Fig. 1: track usage over the die
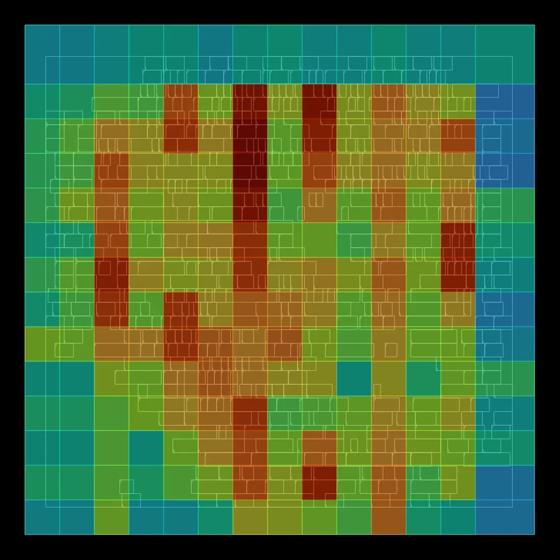
Fig. 2: met1 routing
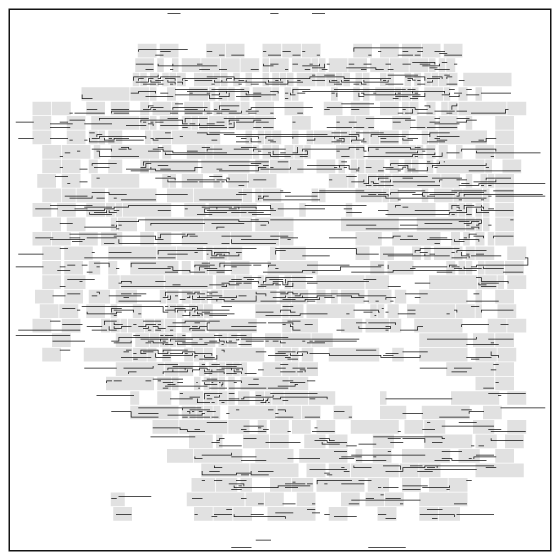
Fig. 3: signal wires on met2
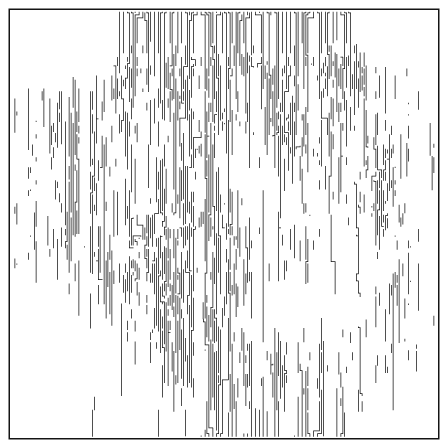
Fig. 4: drive-strength map
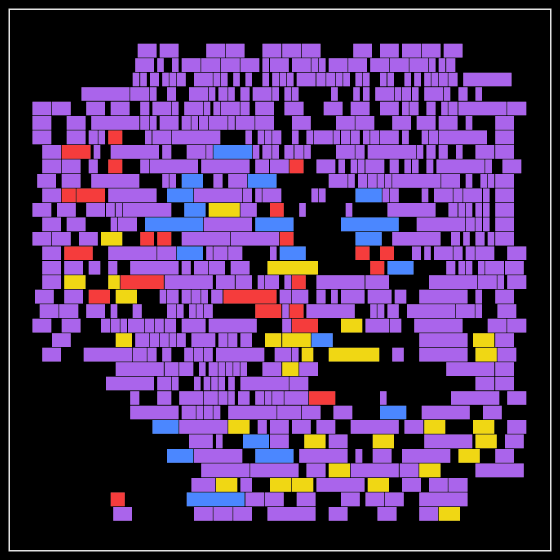
Fig. 5: local utilization
The bar under the picture is 20 um long. The die is cut into 10 by 10 equal tiles; dark blue is low, red is high, 0 to 100% covered.
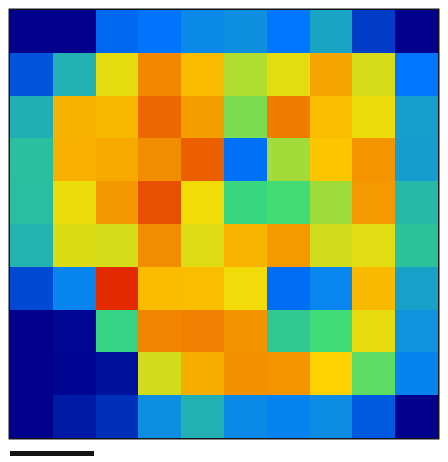
==> config.mk <==
export PLATFORM = sky130hd
export DESIGN_NAME = spi_arbiter
export DESIGN_NICKNAME = d
export VERILOG_FILES = /design/src/rtl/spi_pkg.sv /design/src/rtl/spi_arbiter_rr_pick.sv /design/src/rtl/spi_arbiter.sv
export SDC_FILE = /design/constraint.sdc
export NUM_CORES = 1
export LEC_CHECK = 0
export ABC_CLOCK_PERIOD_IN_PS = 2800
export CAP_MARGIN = 40
export CORE_MARGIN = 4
export CORE_UTILIZATION = 38
export DETAILED_ROUTE_END_ITERATION = 12
export GPL_TIMING_DRIVEN = 0
export PLACE_DENSITY = 0.87
export SLEW_MARGIN = 40
export SYNTH_ARGS = -nofsm -noshare
export SYNTH_HDL_FRONTEND = slang
export SYNTH_SLANG_ARGS = --single-unit
==> constraint.sdc <==
create_clock -name SCLK -period 2.8 [get_ports SCLK]
set_input_delay 0.28 -clock SCLK [delete_from_list [all_inputs] [get_ports SCLK]]
set_output_delay 0.28 -clock SCLK [all_outputs]
set_load 0.02 [all_outputs]
==> flow_summary.toml <==
# physical design summary
[run_status]
status = "finished clean"

[floorplan]
die-area_um2 = 10300
core.rowCount = 33
nWellTaps = 105
die_w_um = 101
fp.dieH_um = 101
io_pins = 155

[worst_hold_path]
min_path_type = "in -> async"

[logic_synthesis]
synthesis.area_um2 = 3320
syn_nets = 496
ys_async_sr_fraction_pct = 100
yosysChipArea_um2 = 3320
edf_count = 0
top_cell = "nand2_1"
synth-xor-area-share_pct = 0.264
postSynthAreaPerCell_um2 = 8.74
yosysTopAreaCell = "dfrtp_1"
synth.top_cell.area_share_pct = 44.5
ys.warnings.count = 0
synth_adder_area_share_pct = 3.39
synth_flops = 59
synth_top_flop_cell = "dfrtp_1"
simple_gate_area_share_pct = 21.1
synthAoiAreaFrac_pct = 13.8
top_logic_kind = "simple AND/OR/NAND/NOR gates"
ys_seq_share_pct = 44.5
mux_area_share_pct = 12.1
yosysUniqueCellTypes = 40
yosys-top-cells-area = "dfrtp_1, mux2_2, nand2_1"
top_cells_by_count = "nand2_1, dfrtp_1, nor2_1"
yosys-stat-cells = 380

[clocking]
clockRootBuffer = "clkbuf_8"
cts_hold_buf = 1
clock.latency.late_pin_ps = 330
path_clk_slew_ps = 70
cts_buffers = 9
post_cts_resized = 10
post-cts-setup-buffers = 3
h-tree-depth = 3

[finish]
ff_latch_area_um2 = 1480
drive_above_1_share_pct = 12.8
n_antenna_cell = 0
lay_top_count = "clkdlybuf4s50_1"
logic_area_um2 = 1750
comb_area_share_pct = 32.1
final_cells = 666
nMultiInputCombCells = 286
synthToLayoutAreaGrowth_pct = 64.4
seq_area_share_pct = 27.1
largestClassByArea = "buffers"
fillers = 671
flops = 59
nNetsFinal = 672
clock_area_share_pct = 4.45
nNonClkInverters = 11
buffer_area_share_pct = 33.2
final_cell_mix = "clkdlybuf4s50_1, nand2_1, dfrtp_1, nor2_1, o21ai_0"

[worst_setup_path]
critical_path.max_fanout = 8
crit_path_end_kind = "register"
crit_type = "reg -> reg"
worst-path-stages = 10
cp_common_cell = "nand2b_4"
crit_path_start_kind = "register"
critPathBufInv = 1
rr_worst_depth = 10
worst_path_largest_cell_delay_ps = 430
crit_path_cell_trace = "nand2b_4 -> a21oi_2 -> nand2b_4 -> buf_8 -> mux2i_1 -> mux2_4 -> and4_4 -> mux2i_4 -> a2111oi_4 -> a311o_1"
critPathRequiredTime_ps = 3010
crit_family = "multiplexers"
critical_path_arrival_ps = 2860
crit_slowest_cell = "dfrtp_2"
reg2reg_setup_slack_ps = 160

[power_and_ir_drop]
p_switching_mw = 2.23
pwr-share-seq_pct = 26.9
p_comb_share_pct = 56.2
p_seq_mw = 1.51
powerDensity_nw_per_um2 = 1030
p_leak_nw = 2.41
p_int_mw = 3.38
p_clk_share_pct = 16.8
finalPower_mw = 5.60
p_comb_mw = 3.15
maxPowerGroup = "combinational cells"
p_sw_share_pct = 39.7
vdd_ir_drop_max_mv = 0.448

[drt]
wl_met1_mm = 3.83
wl_met2_mm = 5.45
ant_nets = 0
avgViaCountPerCell = 5.09
firstDrtPassIters = 4
routedWlPerCell_um = 15.1
topRoutingLayerUsed = "met4"
drc = 0
drt_iter0_markers = 119
dr_wl_met3_um = 662

[timing]
timing.hold.ws_ps = 348
fin_skew_ps = 8.27
fin_setup_tns_ps = 0
tightest_slew_ps = 566
setup_viol = 0
fin_ws_ps = 156
drv_slew = 0
max_freq_mhz = 378
hold_viol = 0
fin_crit_ps = 2640
relSlewSlack_pct = 62.3

[grt]
antenna_found_initial = 0
grt_pass1_vias = 3418
grt_pass1_wl_mm = 15.7
overflow = 0
grt_max_degree = 45

[flow_run]
warnings = 32
drv_cap = 0

[placed_design]
place_worst_setup_slack_ps = -619
hpwlAfterDp_mm = 7.98
gp_congestion = 0.882
place_area_um2 = 5010
## Picture notes: Fig. 1
Tot GR Track Use: 19.1%
fin util: 65.4%
met3 usage in global routing: 6.20%

## Picture notes: Fig. 2
- main direction: horizontal
- nets with wire on the layer: 575
met1 usage: 21.1%
drt total wl: 10.1 mm

## Picture notes: Fig. 3
- wire length on this layer: 5450 um
- main direction: vertical
vias post-DR: 3392
met2 GRT Util: 35.1%

## Picture notes: Fig. 4
- blue: _6 and larger (cells 20; share 3.6%; most used clkbuf_8)
- red: _3 and _4 cells (cells 23; share 4.1%; most used buf_4)
- purple: _0 and _1 cells (cells 489; share 87%; most used clkdlybuf4s50_1)
- yellow: _2 cells (cells 29; share 5.2%; most used mux2_2)
Signal buffers: 189
Post-Layout Inst Area: 5460 um2

## Picture notes: Fig. 5
- emptiest ninth of the die: bottom left
- densest ninth of the die: middle
- tiles over 75% full: 32%
- fullest tile: 95%
Core Area: 8340 um2
Pre-Place Util: 39.8%

Power is estimated from default activity; no workload was simulated.
